<file path="src/rtl/pc_unit.sv">
// Program-counter unit for the multi-cycle core.
// Holds the fetch address and selects the next one from the sequential, branch, jump or
// trap-return source. Traps are taken on an external request or on a misaligned target.
// A second fault while in TRAP locks the unit in HALT until reset.
module pc_unit #(
    parameter int unsigned     XLEN         = 32,
    parameter logic [XLEN-1:0] RESET_VECTOR = 32'h0000_0000,
    parameter logic [XLEN-1:0] TRAP_VECTOR  = 32'h0000_0100,
    parameter int unsigned     INC          = 4,
    parameter int unsigned     ALIGN_BITS   = 2
) (
    input  logic            clk,
    input  logic            rst,
    input  logic            pc_update,
    input  logic [1:0]      pc_src,
    input  logic [XLEN-1:0] branch_target,
    input  logic [XLEN-1:0] jump_target,
    input  logic            trap_req,
    output logic [XLEN-1:0] curr_addr,
    output logic [XLEN-1:0] old_addr,
    output logic [XLEN-1:0] next_seq_addr,
    output logic [XLEN-1:0] epc,
    output logic [1:0]      trap_cause,
    output logic            in_trap,
    output logic            halted
);

    // pc_src encodings
    localparam logic [1:0] SrcSeq    = 2'd0;
    localparam logic [1:0] SrcBranch = 2'd1;
    localparam logic [1:0] SrcJump   = 2'd2;
    localparam logic [1:0] SrcEpc    = 2'd3;

    // trap_cause encodings
    localparam logic [1:0] CauseNone      = 2'd0;
    localparam logic [1:0] CauseExternal  = 2'd1;
    localparam logic [1:0] CauseMisalign  = 2'd2;

    // Low bits that must be zero in any legal target
    localparam logic [XLEN-1:0] AlignMask = XLEN'((64'd1 << ALIGN_BITS) - 64'd1);

    typedef enum logic [1:0] {
        StRun,
        StTrap,
        StHalt
    } state_e;

    state_e          state_q, state_d;
    logic [XLEN-1:0] curr_q, curr_d;
    logic [XLEN-1:0] old_q, old_d;
    logic [XLEN-1:0] epc_q, epc_d;
    logic [1:0]      cause_q, cause_d;

    logic [XLEN-1:0] seq_addr;
    logic [XLEN-1:0] candidate;
    logic            cand_misaligned;
    logic            epc_misaligned;

    // Sequential address wraps naturally at 2^XLEN
    assign seq_addr = curr_q + XLEN'(INC);

    // Candidate next PC selected by pc_src
    always_comb begin
        candidate = seq_addr;
        unique case (pc_src)
            SrcSeq:    candidate = seq_addr;
            SrcBranch: candidate = branch_target;
            SrcJump:   candidate = jump_target;
            SrcEpc:    candidate = epc_q;
            default:   candidate = seq_addr;
        endcase
    end

    assign cand_misaligned = |(candidate & AlignMask);
    assign epc_misaligned  = |(epc_q & AlignMask);

    // Next-state logic; priority is trap_req, then misaligned candidate, then normal load
    always_comb begin
        state_d = state_q;
        curr_d  = curr_q;
        old_d   = old_q;
        epc_d   = epc_q;
        cause_d = cause_q;

        case (state_q)
            StRun: begin
                if (trap_req) begin
                    curr_d  = TRAP_VECTOR;
                    epc_d   = curr_q;
                    old_d   = curr_q;
                    cause_d = CauseExternal;
                    state_d = StTrap;
                end else if (pc_update && (pc_src != SrcEpc)) begin
                    if (cand_misaligned) begin
                        curr_d  = TRAP_VECTOR;
                        epc_d   = curr_q;
                        old_d   = curr_q;
                        cause_d = CauseMisalign;
                        state_d = StTrap;
                    end else begin
                        curr_d = candidate;
                        old_d  = curr_q;
                    end
                end
                // pc_src == SrcEpc outside a trap is ignored
            end

            StTrap: begin
                if (trap_req) begin
                    state_d = StHalt;
                end else if (pc_update) begin
                    if (pc_src == SrcEpc) begin
                        if (epc_misaligned) begin
                            state_d = StHalt;
                        end else begin
                            curr_d  = epc_q;
                            old_d   = curr_q;
                            cause_d = CauseNone;
                            state_d = StRun;
                        end
                    end else if (cand_misaligned) begin
                        state_d = StHalt;
                    end else begin
                        // Handler code runs in TRAP; loads behave as in RUN
                        curr_d = candidate;
                        old_d  = curr_q;
                    end
                end
            end

            StHalt: begin
                // Frozen until reset
            end

            default: begin
                state_d = StHalt;
            end
        endcase
    end

    // State and PC registers with asynchronous active-low reset
    always_ff @(posedge clk or negedge rst) begin
        if (!rst) begin
            state_q <= StRun;
            curr_q  <= RESET_VECTOR;
            old_q   <= RESET_VECTOR;
            epc_q   <= '0;
            cause_q <= CauseNone;
        end else begin
            state_q <= state_d;
            curr_q  <= curr_d;
            old_q   <= old_d;
            epc_q   <= epc_d;
            cause_q <= cause_d;
        end
    end

    assign curr_addr     = curr_q;
    assign old_addr      = old_q;
    assign next_seq_addr = seq_addr;
    assign epc           = epc_q;
    assign trap_cause    = cause_q;
    assign in_trap       = (state_q == StTrap);
    assign halted        = (state_q == StHalt);

endmodule

</file>
<file path="config.mk">
export PLATFORM = sky130hd
export DESIGN_NAME = pc_unit
export DESIGN_NICKNAME = d
export VERILOG_FILES = /design/src/rtl/pc_unit.sv
export SDC_FILE = /design/constraint.sdc
export NUM_CORES = 1
export LEC_CHECK = 0
export CAP_MARGIN = 30
export CORE_ASPECT_RATIO = 0.8
export CORE_MARGIN = 2
export CORE_UTILIZATION = 50
export DETAILED_ROUTE_END_ITERATION = 12
export DONT_BUFFER_PORTS = 1
export PLACE_DENSITY_LB_ADDON = 0.15
export SYNTH_ARGS = -nofsm -noshare
export SYNTH_HDL_FRONTEND = slang
export SYNTH_SLANG_ARGS = --single-unit
</file>
<file path="constraint.sdc">
create_clock -name clk -period 6.6 [get_ports clk]
set_clock_uncertainty 0.15 [all_clocks]
set_input_delay 1.32 -clock clk [delete_from_list [all_inputs] [get_ports clk]]
set_output_delay 1.32 -clock clk [all_outputs]
set_load 0.02 [all_outputs]
</file>
==> job_summary.md <==
## Implementation flow summary

| Metric | Value |
|---|---|
| Synthesized instance count | `slightly above 600` |
| Post-route worst hold slack | `0.472 ns` |
| Relative contribution of sequential cells to total power | `0.553` |
| Clock buffer and inverter area fraction after layout | `0.0492` |
| Total stage count of the critical path | `5` |
| Highest cell delay on the worst timing path | `around 0.64 ns` |
| Power density cells | `around 480 mW/mm^2` |
| Main logic family | `simple AND/OR/NAND/NOR gates` |
| Clock root buffer master | `sky130_fd_sc_hd__clkbuf_16` |
| Tally of OpenROAD warnings | `28` |
| Port-buffer cells | `0` |
| Cell count after placement | `roughly 710` |
| Share of the clock period used by the worst path after layout | `0.679` |
| Net Count, Synth | `just under 700` |
| Cell family with the largest share of critical-path delay | `simple AND/OR/NAND/NOR gates` |
| Max-slew violation count | `0` |
| Final critical delay including setup and external delays | `about 4.5 ns` |
| Library cell with the largest summed area after synthesis | `sky130_fd_sc_hd__dfrtp_1` |
| Proportion of cell area occupied by multi-input gates | `0.470` |
| Launching element type of the critical path | `flop` |
| Run status | `finished clean` |
| Capture point of the worst reg-to-reg path | `curr_addr[18]$_DFFE_PN0P_` |
| Highest ir drop seen on vdd | `roughly 230 uV` |
| Post-synth EDFFs | `0` |
| Die footprint | `about 0.012 sq mm` |
| Floorplan Utilization | `0.509` |
| Category of the critical setup timing path | `reg2out` |
| Multiplexer fraction of the synthesized cell area | `0.0929` |
| Slowest cell on the critical path | `sky130_fd_sc_hd__dfrtp_1` |
| Hold path startpoint | `state_q[1]$_DFFE_PN0P_` |
| Internal | `around 1400 uW` |
| CTS H-tree lvls | `3` |
| Pin count of the biggest net entering global routing | `between 100 and 150` |
| Post-cts gate resize count | `0` |
| Count of buffers not belonging to the clock network in the layout | `7` |
| Count of cells along the worst hold path | `1` |
| Launch point of the worst path | `curr_addr[9]$_DFFE_PN0P_` |
| Area taken by flip-flops and latches | `~0.0025 sq mm` |
| Core region area | `0.0108 sq mm` |
| Worst Path Required | `5.13 ns` |
| Internal reg-to-reg setup slack | `approximately 3.4 ns` |
| Per-cell via count in the routed design | `between 6 and 7` |
| DRT iter0 DRCs | `between 400 and 500` |
| Net switching power | `~1400 uW` |
| Maximum number of buffers from clock root to sink | `2` |
| Vias in the first global route | `4557` |
-- power groups by stage --
stage	Combinational [uW]	Sequential [uW]	Clock, uW
floorplan	673	1380	0
global placement	708	1530	0
detailed placement	725	1540	0
CTS	728	1530	521
global route	804	1580	545
finish	726	1530	514
-- state kept, by name, summed over array words and instances, names as in the netlist --
name,cells
epc,32
state_q,2
old_addr,32
trap_cause,2
curr_addr,32
-- metal layers --
layer / up-vias / wire [um] / part of all wire / GRT usage
met1: 2242 / 7030 / 0.42 / 0.383
li1: 2063 / - / - / -
met4: 0 / 214 / 0.013 / 0.0725
met5: - / 0 / 0 / 0
met2: 221 / 7730 / 0.47 / 0.446
met3: 21 / 1580 / 0.095 / 0.0870
Figure 1. Met2 routing.
Cells faint in the background.
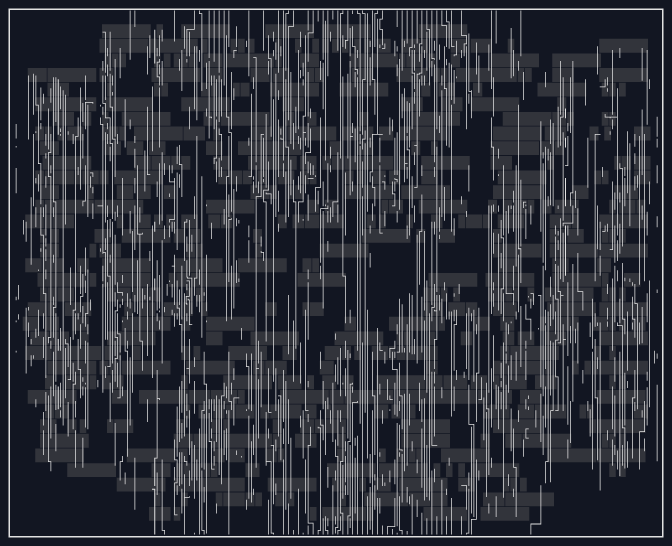
The wires run mostly vertical. The longest straight run is 62.2 um.
Global Route met2 Usage: 0.446
total wire length after detailed routing: 16600 um

Figure 2. Gate families picked out.
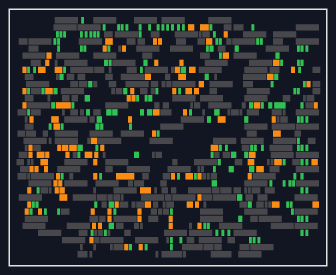
Key: aoi and oai cells = orange [cells 108]; nand cells = green [cells 173, where all over the die]
Finished Layout Cells: 726
highest-count logic cell in the final layout: sky130_fd_sc_hd__nand2_1

Figure 3. Routed clock nets over the placement.
Scale bar: 20 um.
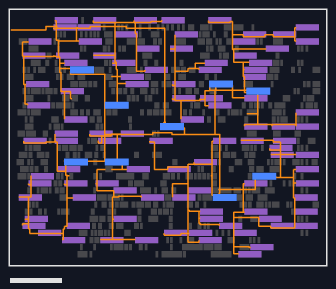
Key: clock drivers = blue [count 9]; clock wires = orange [length 1250 um]; flip-flops = purple [count 100]
Position of the flops: all over the die.
power share of the clock group: 0.185
Skew-Pair Late Insertion Delay: 0.34 ns
power of the clock network: 514 uW

Figure 4. Placed cells, one colour a class.
Scale bar: 20 um.
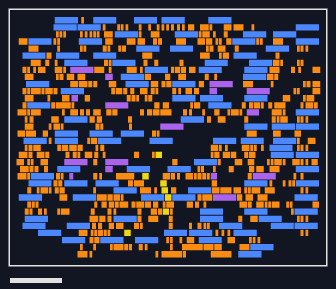
Key: clock drivers and dummy loads = purple [cells 16, share of their area 5.1%]; sequential cells = blue [cells 100, share of their area 45%]; combinational and other logic = orange [cells 458, share of their area 49%]; remaining buffers and delay cells = yellow [cells 7, share of their area 0.94%]
post-route core utilization: 0.536
standard-cell rows: 34
Post-Layout Inst Area: 0.00580 sq mm
flip-flop and latch share of the layout cell area: 0.432

Figure 5. Cell placement.
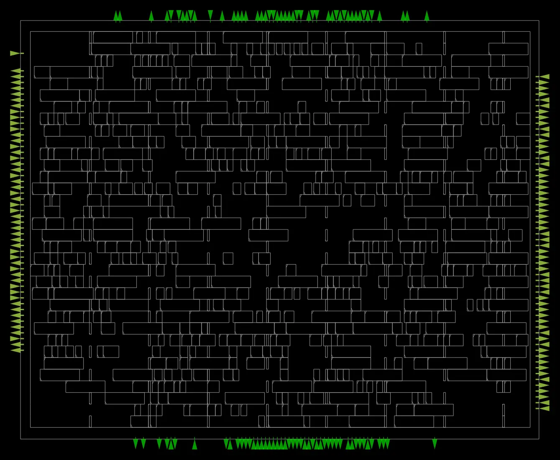
tap cell count: 144
number of sequential cells: 100

Power is estimated from default activity; no workload was simulated.
